===== src/rtl/signed_divider.sv =====
// Sequential signed 32/16 restoring divider: magnitudes iterate MSB-first, signs are fixed up at the end.
// Define DIVIDER_SATURATE_EN to saturate quotient_out on overflow or divide by zero.
module signed_divider (
  input  logic        clk,
  input  logic        rst,
  input  logic        start,
  input  logic [31:0] dividend_in,
  input  logic [15:0] divisor_in,
  output logic [15:0] quotient_out,
  output logic [15:0] remainder_out,
  output logic        busy,
  output logic        done,
  output logic        div_by_zero,
  output logic        overflow
);
  typedef enum logic [1:0] {IDLE, CALC, FIX} state_t;

  state_t      state_q, state_d;
  logic [4:0]  cnt_q, cnt_d;
  logic [31:0] dvd_q, dvd_d;
  logic [31:0] quo_q, quo_d;
  logic [15:0] rem_q, rem_d;
  logic [15:0] dvs_q, dvs_d;
  logic [15:0] lo_q, lo_d;
  logic        neg_dvd_q, neg_dvd_d, neg_quo_q, neg_quo_d, dz_q, dz_d;
  logic [15:0] qout_q, qout_d, rout_q, rout_d;
  logic        done_q, done_d, dzo_q, dzo_d, ovf_q, ovf_d;

  logic [16:0] rem_sh, rem_sub;
  logic [32:0] qs;
  logic        fits;
  logic [15:0] rem_fix;

  always_comb begin
    rem_sh  = {rem_q, dvd_q[31]};
    rem_sub = rem_sh - {1'b0, dvs_q};
    qs      = neg_quo_q ? (33'd0 - {1'b0, quo_q}) : {1'b0, quo_q};
    // 16-bit range holds iff bits 32..15 are a pure sign extension
    fits    = (qs[32:15] == '0) || (qs[32:15] == '1);
    rem_fix = neg_dvd_q ? (16'd0 - rem_q) : rem_q;
  end

  always_comb begin
    state_d   = state_q;
    cnt_d     = cnt_q;
    dvd_d     = dvd_q;
    quo_d     = quo_q;
    rem_d     = rem_q;
    dvs_d     = dvs_q;
    lo_d      = lo_q;
    neg_dvd_d = neg_dvd_q;
    neg_quo_d = neg_quo_q;
    dz_d      = dz_q;
    qout_d    = qout_q;
    rout_d    = rout_q;
    dzo_d     = dzo_q;
    ovf_d     = ovf_q;
    done_d    = 1'b0;
    case (state_q)
      IDLE: begin
        if (start) begin
          neg_dvd_d = dividend_in[31];
          neg_quo_d = dividend_in[31] ^ divisor_in[15];
          dvd_d     = dividend_in[31] ? (32'd0 - dividend_in) : dividend_in;
          dvs_d     = divisor_in[15] ? (16'd0 - divisor_in) : divisor_in;
          lo_d      = dividend_in[15:0];
          rem_d     = '0;
          quo_d     = '0;
          cnt_d     = '0;
          dz_d      = (divisor_in == 16'd0);
          state_d   = (divisor_in == 16'd0) ? FIX : CALC;
        end
      end
      CALC: begin
        dvd_d = {dvd_q[30:0], 1'b0};
        // remainder stays below |divisor| <= 32768, so the low 16 bits always suffice
        if (!rem_sub[16]) begin
          rem_d = rem_sub[15:0];
          quo_d = {quo_q[30:0], 1'b1};
        end else begin
          rem_d = rem_sh[15:0];
          quo_d = {quo_q[30:0], 1'b0};
        end
        cnt_d = cnt_q + 5'd1;
        if (cnt_q == 5'd31) state_d = FIX;
      end
      FIX: begin
        done_d  = 1'b1;
        state_d = IDLE;
        dzo_d   = dz_q;
        if (dz_q) begin
          ovf_d  = 1'b0;
          rout_d = lo_q;
`ifdef DIVIDER_SATURATE_EN
          qout_d = neg_dvd_q ? 16'h8000 : 16'h7FFF;
`else
          qout_d = 16'hFFFF;
`endif
        end else begin
          ovf_d  = !fits;
          rout_d = rem_fix;
          qout_d = qs[15:0];
`ifdef DIVIDER_SATURATE_EN
          if (!fits) qout_d = qs[32] ? 16'h8000 : 16'h7FFF;
`endif
        end
      end
      default: state_d = IDLE;
    endcase
  end

  always_ff @(posedge clk) begin
    if (rst) begin
      state_q   <= IDLE;
      cnt_q     <= '0;
      dvd_q     <= '0;
      quo_q     <= '0;
      rem_q     <= '0;
      dvs_q     <= '0;
      lo_q      <= '0;
      neg_dvd_q <= 1'b0;
      neg_quo_q <= 1'b0;
      dz_q      <= 1'b0;
      qout_q    <= '0;
      rout_q    <= '0;
      done_q    <= 1'b0;
      dzo_q     <= 1'b0;
      ovf_q     <= 1'b0;
    end else begin
      state_q   <= state_d;
      cnt_q     <= cnt_d;
      dvd_q     <= dvd_d;
      quo_q     <= quo_d;
      rem_q     <= rem_d;
      dvs_q     <= dvs_d;
      lo_q      <= lo_d;
      neg_dvd_q <= neg_dvd_d;
      neg_quo_q <= neg_quo_d;
      dz_q      <= dz_d;
      qout_q    <= qout_d;
      rout_q    <= rout_d;
      done_q    <= done_d;
      dzo_q     <= dzo_d;
      ovf_q     <= ovf_d;
    end
  end

  assign busy          = (state_q != IDLE);
  assign done          = done_q;
  assign quotient_out  = qout_q;
  assign remainder_out = rout_q;
  assign div_by_zero   = dzo_q;
  assign overflow      = ovf_q;
endmodule


===== config.mk =====
export PLATFORM = sky130hd
export DESIGN_NAME = signed_divider
export DESIGN_NICKNAME = d
export VERILOG_FILES = /design/src/rtl/signed_divider.sv
export SDC_FILE = /design/constraint.sdc
export NUM_CORES = 1
export LEC_CHECK = 0
export CAP_MARGIN = 5
export CORE_UTILIZATION = 44
export CTS_CLUSTER_DIAMETER = 30
export CTS_CLUSTER_SIZE = 12
export DETAILED_ROUTE_END_ITERATION = 8
export PLACE_DENSITY = 0.67
export SETUP_SLACK_MARGIN = 0.5
export SLEW_MARGIN = 30
export SYNTH_ARGS = -nofsm -noshare
export SYNTH_HDL_FRONTEND = slang
export SYNTH_SLANG_ARGS = --single-unit

===== constraint.sdc =====
create_clock -name clk -period 3 [get_ports clk]
set_input_delay 0.45 -clock clk [delete_from_list [all_inputs] [get_ports clk]]
set_output_delay 0.45 -clock clk [all_outputs]
set_load 0.02 [all_outputs]

Fig. 1: run 1, where the registers sit
The bar under the picture is 50 um long. Other sequential cells in the stronger gray, the rest of the logic in the fainter gray.
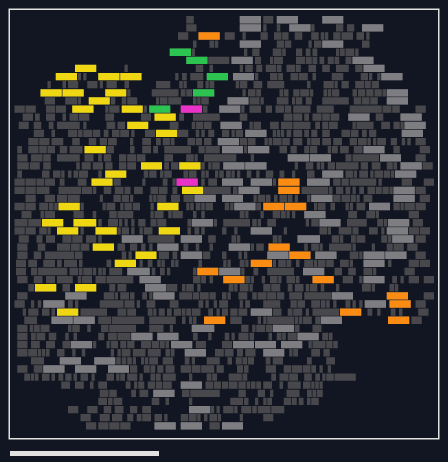
Magenta shows state_q, placed flops 2. Yellow shows dvd_q, placed flops 32. Green shows cnt_q, placed flops 5, where north. Orange shows remainder_out, placed flops 16.
Another 102 sequential cells are not colored.
Seq. pwr: 2.31 mW
post-layout util: 56.34%
Flop area: 3149 sq um
flop share of the area: 28.63%

Fig. 2: run 1, metal layers overlaid
The bar under the picture is 50 um long.
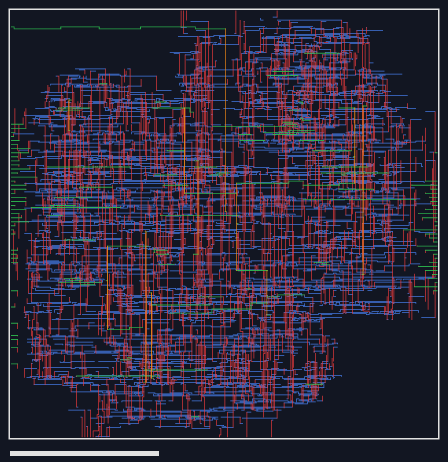
Red shows met2, wire length 10300 um. Orange shows met4, wire length 364 um. Green shows met3, wire length 1020 um. Blue shows met1, wire length 11200 um.
GR Util All Layers: 23.02%
drt total wl: 22900 um
DR vias: 8186
WL per Instance: 15.67 um

Fig. 3: run 1, cell sizes after repair
The bar under the picture is 50 um long.
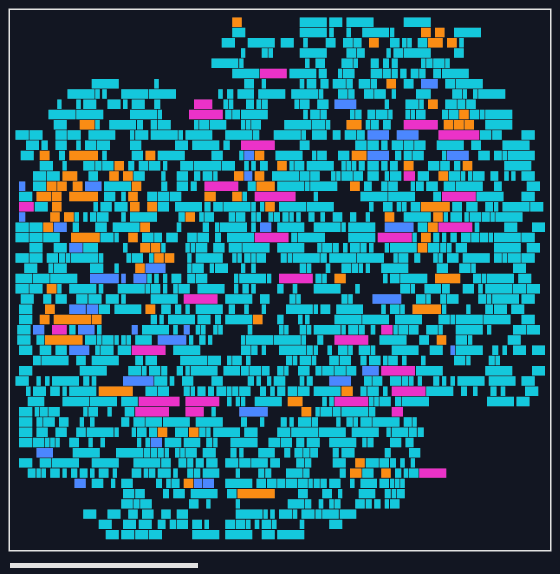
Blue shows drive 2, cells 38, share 3.2%. Magenta shows drive 6 and up, cells 29, share 2.4%. Orange shows drive 3 to 4, cells 86, share 7.2%. Cyan shows drive 1 or less, cells 1044, share 87%.

Fig. 4: run 1, the clock network
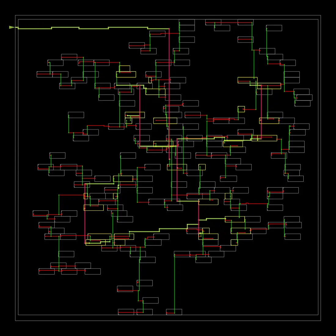
total CTS buffers: 17
# clk buffers: 20
clock distribution power: 2.25 mW
CTS sink cnt: 157

[run 1: routing by layer]
metal | up-vias | global-route usage [%]
li1 | 4114 | -
met1 | 3816 | 32.45
met2 | 227 | 36.38
met3 | 29 | 3.532
met4 | 0 | 6.327
met5 | - | 0
[run 1: power groups by stage]
stage	clock network [mW]	registers (mW)	logic [mW]
after floorplan	0	2.31	1.35
after global placement	0	2.35	1.78
after detailed placement	0	2.35	1.80
after CTS	2.28	2.31	1.85
after global routing	2.36	2.33	2.07
final	2.25	2.31	1.88
[run 1: final timing paths]
path | endpoint | startpoint | cells past startpoint
max reg2reg | overflow | quo_q[17] | 8
max | overflow | quo_q[17] | 8
min | remainder_out[4] | rst | 2
min reg2reg | remainder_out[8] | remainder_out[8] | 2
==> impl_metrics.py, run 1 <==
# Auto-generated metrics
metrics = {
    "detailed_routing": {
        "route.detailed.drc": 0,
        "drtIter0Drc": 774,
        "met3_length_um": 1022,
        "via_per_inst": 5.599,
        "antenna_left": 0,
        "dr_wl_met2_um": 10280,
        "wl_met1_um": 11230,
        "firstDrtPassIters": 5,
        "top_layer_used": "met4",
    },
    "logic_synthesis": {
        "ys_sh_aoi_pct": 24.36,
        "ys_sh_simple_pct": 20.01,
        "yosys_area_sq_um": 8790,
        "synth.most_common_cell": "dfxtp_1",
        "synth_flops": 157,
        "syn_avg_cell_area_sq_um": 8.020,
        "async_reset_ff_share_pct": 0,
        "top_area_share_pct": 35.76,
        "ys_top_cells_by_count": "dfxtp_1 (157), nand2_1 (136), nor2_1 (136)",
        "ff_type": "dfxtp_1",
        "yosysWarnings": 0,
        "seq_area_frac_synth_pct": 35.76,
        "synth_cell_types": 69,
        "area_leaders": "dfxtp_1 (36%), nand2_1 (5.8%), nor2_1 (5.8%)",
        "edf_count": 0,
        "yosysCellCount": 1096,
        "ys_sh_mux_pct": 2.078,
        "ys_top_logic_family": "AND-OR/OR-AND gates",
        "largest_area_cell": "dfxtp_1",
        "fp_nets": 1170,
        "xor_share_pct": 9.167,
        "netlist_area_sq_um": 8790,
        "synth_cells": 1096,
        "synth.cellmix.adderShare_pct": 3.359,
    },
    "layout": {
        "fill_cells": 1851,
        "nets": 1258,
        "final-clk-cell-share_pct": 5.607,
        "flops": 157,
        "area_dominant_class": "combinational gates",
        "lay_top_cells": "dfxtp_1 (152), nor2_1 (136), nand2_1 (136), clkdlybuf4s50_1 (78), buf_4 (63)",
        "antenna_cells": 0,
        "lay_top_count": "dfxtp_1",
        "reg_top3": "dvd_q: 32 flops, quo_q: 32 flops",
        "comb-cell-share_pct": 48.96,
        "final_cell_count_no_fill": 1462,
        "logic_area_sq_um": 5386,
        "logic_gate_count": 819,
        "nonClkBufAreaFrac_pct": 12.49,
        "syn_to_final_growth_pct": 25.15,
        "drive_gt1_share_pct": 12.78,
        "signal_buffers": 151,
        "layout.non_clock_inverters": 38,
        "design_area_sq_um": 11000,
    },
    "floorplan": {
        "nWellTaps": 265,
        "die_h_um": 143.3,
        "die_x_um": 143.3,
        "fp_util_pct": 45.01,
        "core_sq_um": 19530,
        "die-area_sq_um": 20550,
        "placementRows": 51,
        "io_pins": 87,
    },
    "sta": {
        "final_hold_viol_count": 0,
        "fin_crit_sh_pct": 90.32,
        "finalMaxSlewViolations": 0,
        "setup_viol": 0,
        "fin_crit_ps": 2709,
        "final.setup.tns_ps": 0,
        "slew_headroom_pct": 37.25,
        "worst_clock_skew_ps": 10.76,
        "fin_ws_ps": 290.5,
        "whs_ps": 322.8,
        "worstMarginPinSlew_ps": 941.2,
        "fmax_mhz": 369.1,
        "rsz0062_at_grt": "true",
    },
    "clocking": {
        "root_buffer": "clkbuf_16",
        "ctsResizeCount": 30,
        "h-tree-depth": 4,
        "cts.hold.buffers_added": 0,
        "clockBufferDepth": 2,
        "worstSkewPairLatency_ps": 430,
        "cts_tree": "yes",
        "clk_pin_slew_ps": 70,
        "cts_setup_buffers": 4,
    },
    "worst_setup_path": {
        "cpMostUsedCell": "o41ai_1",
        "critical_path_class": "flip-flop to flip-flop",
        "crit_family": "simple AND/OR/NAND/NOR gates",
        "critPathLaunchType": "flip-flop",
        "cp_max_fo": 8,
        "slowest_stage": "or4_4",
        "crit_buf_inv": 0,
        "endpoint_kind": "flip-flop",
        "max_stage_delay_ps": 570,
        "worst_ep_required_time_ps": 3280,
        "r2r_slack_ps": 290,
        "crit_chain": "or3_4, nand2b_1, or4_4, xnor2_1, o41ai_1, nand3b_1, nor4bb_2, o41ai_1",
        "cp_data_arrival_time_ps": 2990,
    },
    "pwr": {
        "swShare_pct": 31.31,
        "leakage_nw": 4.181,
        "clock_power_share_pct": 34.9,
        "switchingPower_mw": 2.016,
        "power_frac_comb_pct": 29.2,
        "p_int_mw": 4.423,
        "power.density_nw_per_um2": 585.3,
        "ir_worst_vdd_mv": 0.4106,
        "p_total_mw": 6.439,
        "seqPwrFrac_pct": 35.9,
    },
    "placement": {
        "placed_cells": 1423,
        "portBuffers": 86,
        "hpwl_um": 16080,
        "gp_congestion": 0.8414,
        "placedInstanceArea_sq_um": 10190,
        "pre_cts_ws_ps": -254.1,
    },
    "global_routing": {
        "antenna_found_initial": 0,
        "grt_pass1_vias": 7279,
        "grt_max_degree": 136,
        "gr-total-overflow": 0,
        "grt_pass1_wl_um": 37300,
    },
    "run": {
        "maxCapViolations": 0,
        "warning_count": 31,
    },
    "hold_path": {
        "worstHoldPathType": "input pin to flip-flop",
    },
    "status": {
        "outcome": "complete, no violations",
    },
}
==> inputs of run 2 (changes only) <==
--- a/config.mk
+++ b/config.mk
@@ -10,7 +10,6 @@
 export CTS_CLUSTER_DIAMETER = 30
 export CTS_CLUSTER_SIZE = 12
 export DETAILED_ROUTE_END_ITERATION = 8
-export PLACE_DENSITY = 0.67
 export SETUP_SLACK_MARGIN = 0.5
 export SLEW_MARGIN = 30
 export SYNTH_ARGS = -nofsm -noshare
==> constraint.sdc (replaced) <==
create_clock -name clk -period 2.9 [get_ports clk]
set_input_delay 0.435 -clock clk [delete_from_list [all_inputs] [get_ports clk]]
set_output_delay 0.435 -clock clk [all_outputs]
set_load 0.02 [all_outputs]
==> impl_metrics.py, run 2 <==
# Auto-generated metrics
metrics = {
    "status": {
        "outcome": "complete, no violations",
    },
    "global_routing": {
        "antenna_found_initial": 0,
        "gr-total-overflow": 0,
        "grtUsageMet3_pct": 3.466,
        "grt_max_degree": 139,
        "grt_use_met2_pct": 38.13,
        "grt.busiest_layer": "met2",
        "grt_pass1_wl_um": 38440,
        "grt_usage_pct": 23.53,
        "met1_usage_pct": 31.99,
        "grt_pass1_vias": 7542,
    },
    "placement": {
        "pre_cts_ws_ps": -369.6,
        "gp_congestion": 0.8554,
        "portBuffers": 86,
        "hpwl_um": 16470,
        "placed_cells": 1440,
        "placedInstanceArea_sq_um": 10360,
    },
    "detailed_routing": {
        "wl_met1_um": 11280,
        "met3_length_um": 846,
        "via_per_inst": 5.605,
        "drtIter0Drc": 497,
        "antenna_left": 0,
        "route.detailed.drc": 0,
        "top_layer_used": "met4",
        "dr_wl_met2_um": 11340,
        "firstDrtPassIters": 5,
    },
    "sta": {
        "final.setup.tns_ps": 0,
        "whs_ps": 293.1,
        "fmax_mhz": 367.9,
        "finalMaxSlewViolations": 0,
        "fin_ws_ps": 181.9,
        "slew_headroom_pct": 40.14,
        "rsz0062_at_grt": "true",
        "worstMarginPinSlew_ps": 897.9,
        "setup_viol": 0,
        "fin_crit_sh_pct": 93.73,
        "fin_crit_ps": 2718,
        "final_hold_viol_count": 0,
    },
    "worst_setup_path": {
        "crit_buf_inv": 3,
        "crit_family": "AND-OR/OR-AND gates",
        "crit_chain": "inv_2, ha_4, fa_2, nor2b_1, o21a_1, o21ai_4, a2111oi_4, or2_4, o211ai_1, buf_4, buf_12, mux2i_1, a22o_1",
        "critPathLaunchType": "flip-flop",
        "slowest_stage": "a2111oi_4",
        "max_stage_delay_ps": 410,
        "crit_cells": 13,
        "r2r_end": "rem_q[1]",
        "r2r_slack_ps": 180,
        "cp_max_fo": 5,
        "r2r-start": "dvd_q[31]",
        "crit_end": "rem_q[1]",
        "endpoint_kind": "flip-flop",
        "reg2reg_depth": 13,
        "critical_path_class": "flip-flop to flip-flop",
        "worst_ep_required_time_ps": 3230,
        "cp_data_arrival_time_ps": 3040,
        "crit_start": "dvd_q[31]",
    },
    "logic_synthesis": {
        "fp_nets": 1170,
        "synth_cells": 1096,
        "synth.most_common_cell": "dfxtp_1",
        "yosysWarnings": 0,
        "synth_flops": 157,
        "largest_area_cell": "dfxtp_1",
        "ff_type": "dfxtp_1",
        "ys_top_cells_by_count": "dfxtp_1 (157), nand2_1 (136), nor2_1 (136)",
        "synth_cell_types": 69,
        "yosys_area_sq_um": 8790,
        "async_reset_ff_share_pct": 0,
        "syn_avg_cell_area_sq_um": 8.020,
        "yosysCellCount": 1096,
        "seq_area_frac_synth_pct": 35.76,
        "top_area_share_pct": 35.76,
        "area_leaders": "dfxtp_1 (36%), nand2_1 (5.8%), nor2_1 (5.8%)",
        "edf_count": 0,
        "netlist_area_sq_um": 8790,
    },
    "layout": {
        "fin_util_pct": 59.49,
        "seq_area_sq_um": 3148,
        "fill_cells": 1810,
        "final_cell_count_no_fill": 1499,
        "antenna_cells": 0,
        "design_area_sq_um": 11620,
        "drive_gt1_share_pct": 17.34,
        "reg_top3": "dvd_q: 32 flops, quo_q: 32 flops",
        "logic_area_sq_um": 5574,
        "nets": 1295,
        "lay_top_cells": "dfxtp_1 (153), nor2_1 (136), nand2_1 (134), buf_4 (88), clkdlybuf4s50_1 (81)",
        "syn_to_final_growth_pct": 32.16,
        "lay_top_count": "dfxtp_1",
    },
    "clocking": {
        "clk_pin_slew_ps": 70,
        "clockBufferDepth": 2,
        "cts_made_buffers": 17,
        "cts_tree": "yes",
        "clock_sinks": 157,
        "h-tree-depth": 4,
        "cts.hold.buffers_added": 0,
        "root_buffer": "clkbuf_16",
    },
    "pwr": {
        "swShare_pct": 31.17,
        "clock_power_share_pct": 32.6,
        "power_frac_comb_pct": 35.9,
        "seq-power_mw": 2.37,
        "switchingPower_mw": 2.350,
        "p_clk_mw": 2.46,
        "power.density_nw_per_um2": 648.8,
        "powerComb_mw": 2.70,
        "ir_worst_vdd_mv": 0.4506,
        "power_leader": "combinational cells",
        "p_int_mw": 5.187,
        "leakage_nw": 4.430,
        "seqPwrFrac_pct": 31.5,
        "p_total_mw": 7.537,
    },
    "hold_path": {
        "hold_end": "remainder_out[4]",
        "worstHoldPathType": "input pin to flip-flop",
        "hold_start": "rst",
        "hold_depth": 2,
    },
    "run": {
        "warning_count": 31,
        "maxCapViolations": 0,
    },
    "floorplan": {
        "die_x_um": 143.3,
        "io_pins": 87,
        "die-area_sq_um": 20550,
        "die_h_um": 143.3,
        "core_sq_um": 19530,
        "placementRows": 51,
        "fp_util_pct": 45.01,
    },
}
run 2: area by class of cell:
type | count | share of cell area [%]
Multi-Input combinational cell | 819 | 47.99
Sequential cell | 157 | 27.10
Clock inverter | 12 | 1.594
Tap cell | 265 | 2.854
Inverter | 38 | 1.228
Clock buffer | 20 | 4.018
Timing Repair Buffer | 188 | 15.22
run 2: kinds of logic after synthesis:
family                     count (synthesis)  share of synthesized area (%)
and+or+nand+nor                          378                          20.01
AOI/OAI and AO/OA                        308                          24.36
DFF                                      157                          35.76
buffers and inverters                    120                          5.267
xor gates and xnor gates                  92                          9.167
adders and majority gates                 23                          3.359
muxes                                     18                          2.078
run 2: what timing repair did:
action,CTS,global route
endpoints found under the setup margin,38,39
gates cloned,3,1
setup buffers,14,9
pin swaps,32,38
resized,45,40
Fig. 5: run 2, the clock network
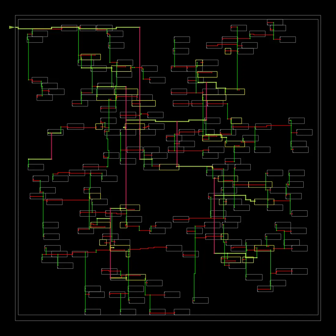
flop count: 157
Final Skew: 9.744 ps
Worst-Skew Late Latency: 440 ps

Fig. 6: run 2, metal layers overlaid
The bar under the picture is 50 um long.
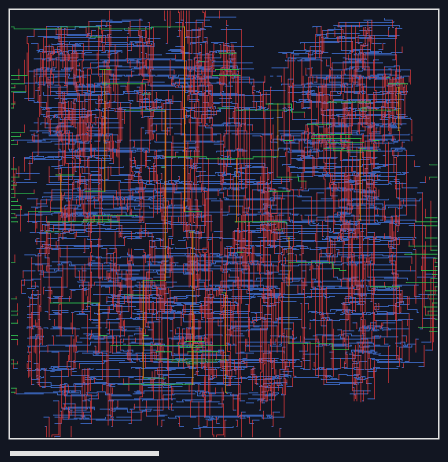
DR vias: 8402
WL per Instance: 15.93 um
drt total wl: 23880 um

==> inputs of run 3 (changes only) <==
--- a/config.mk
+++ b/config.mk
@@ -10,6 +10,7 @@
 export CTS_CLUSTER_DIAMETER = 30
 export CTS_CLUSTER_SIZE = 12
 export DETAILED_ROUTE_END_ITERATION = 8
+export GPL_TIMING_DRIVEN = 1
 export SETUP_SLACK_MARGIN = 0.5
 export SLEW_MARGIN = 30
 export SYNTH_ARGS = -nofsm -noshare
Fig. 7: run 3, where the registers sit
The bar under the picture is 50 um long. Other sequential cells in the stronger gray, the rest of the logic in the fainter gray.
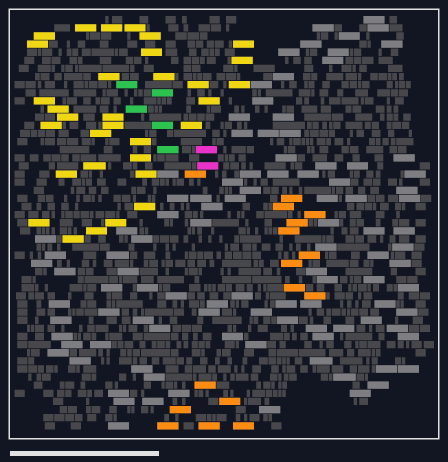
Green shows cnt_q, placed flops 5. Yellow shows dvd_q, placed flops 32. Orange shows remainder_out, placed flops 16. Magenta shows state_q, placed flops 2.
Another 102 sequential cells are not colored.

==> impl_metrics.py, run 3 <==
# Auto-generated metrics
metrics = {
    "detailed_routing": {
        "wl_met1_um": 11280,
        "antenna_left": 0,
        "drtIter0Drc": 497,
        "num_vias": 8402,
        "wire_per_inst_um": 15.93,
    },
    "pwr": {
        "seq-power_mw": 2.37,
        "power_frac_comb_pct": 35.9,
        "clock_power_share_pct": 32.6,
        "power_leader": "combinational cells",
        "ir_worst_vdd_mv": 0.4506,
        "power.density_nw_per_um2": 648.8,
        "leakage_nw": 4.430,
    },
    "layout": {
        "design_area_sq_um": 11620,
        "lay_top_cells": "dfxtp_1 (153), nor2_1 (136), nand2_1 (134), buf_4 (88), clkdlybuf4s50_1 (81)",
        "reg_top3": "dvd_q: 32 flops, quo_q: 32 flops",
        "lay_top_count": "dfxtp_1",
        "nets": 1295,
        "fin_util_pct": 59.49,
    },
    "clocking": {
        "root_buffer": "clkbuf_16",
        "clockBufferDepth": 2,
        "h-tree-depth": 4,
        "cts_made_buffers": 17,
    },
    "worst_setup_path": {
        "r2r_end": "rem_q[1]",
        "max_stage_delay_ps": 410,
        "reg2reg_depth": 13,
        "slowest_stage": "a2111oi_4",
        "crit_family": "AND-OR/OR-AND gates",
        "critPathLaunchType": "flip-flop",
        "worst_ep_required_time_ps": 3230,
        "crit_chain": "inv_2, ha_4, fa_2, nor2b_1, o21a_1, o21ai_4, a2111oi_4, or2_4, o211ai_1, buf_4, buf_12, mux2i_1, a22o_1",
        "endpoint_kind": "flip-flop",
    },
    "logic_synthesis": {
        "async_reset_ff_share_pct": 0,
        "ys_top_logic_family": "AND-OR/OR-AND gates",
        "ys_sh_aoi_pct": 24.36,
        "ys_sh_mux_pct": 2.078,
        "synth_cell_types": 69,
        "ys_sh_simple_pct": 20.01,
        "synth_flops": 157,
        "synth_cells": 1096,
        "yosys_area_sq_um": 8790,
    },
    "status": {
        "outcome": "complete, no violations",
    },
    "global_routing": {
        "grt_max_degree": 139,
        "gr-total-overflow": 0,
        "met1_usage_pct": 31.99,
        "grt_pass1_wl_um": 38440,
        "grt.busiest_layer": "met2",
        "grt_pass1_vias": 7542,
        "grt_usage_pct": 23.53,
    },
    "hold_path": {
        "hold_depth": 2,
        "hold_start": "rst",
        "worstHoldPathType": "input pin to flip-flop",
    },
    "floorplan": {
        "placementRows": 51,
        "fp_util_pct": 45.01,
        "core_sq_um": 19530,
        "die-area_sq_um": 20550,
    },
    "sta": {
        "rsz0062_at_grt": "true",
        "whs_ps": 293.1,
        "setup_viol": 0,
        "fin_ws_ps": 181.9,
        "finalMaxSlewViolations": 0,
        "fin_crit_ps": 2718,
    },
    "placement": {
        "placed_cells": 1440,
        "gp_congestion": 0.8554,
        "hpwl_um": 16470,
        "portBuffers": 86,
    },
    "run": {
        "warning_count": 31,
    },
}
Fig. 8: run 3, the clock network
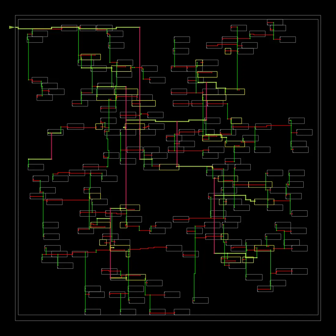
clock distribution power: 2.46 mW

==> run 3: cell counts in the layout (fill, tap and decap cells not counted) <==
Identical to the previous run, type by type.
==> run 3: area by class of cell <==
type                            instances  area, sq um  area share, %
Clock inverter                         12        185.2          1.594
Multi-Input combinational cell        819         5574          47.99
Sequential cell                       157         3148          27.10
Clock buffer                           20        466.7          4.018
Timing Repair Buffer                  188         1768          15.22
Tap cell                              265        331.6          2.854
Inverter                               38        142.6          1.228
==> run 3: worst register-to-register path: cells and delay by family (launching register included) <==
family | cells | cell delay [ps]
compound gates | 5 | 960
fa+ha+maj | 2 | 490
buf+inv | 3 | 390
flops | 1 | 320
mux | 1 | 120
simple gates | 2 | 330

==> notes/layouts.md <==
Pictures saved along the way, in no particular order.

Wires at chosen ports, followed through buffers.
shot_01.png
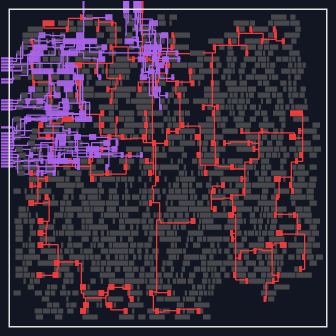
shot_02.png
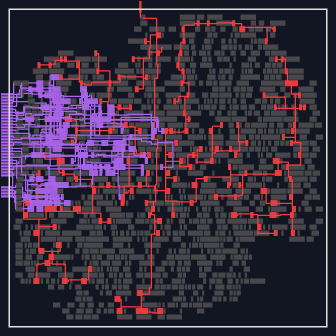
shot_02.png -> run 1
shot_01.png -> run 3

Key to shot_02.png:
Purple shows dividend_in, bits 32, direction input, edge west, end cells 97, buffers 48, wire 1980 um. Red shows rst, bits 1, direction input, edge north, end cells 146, buffers 2, wire 1310 um.

No activity file was given, so power comes from the tool's default toggle rates.
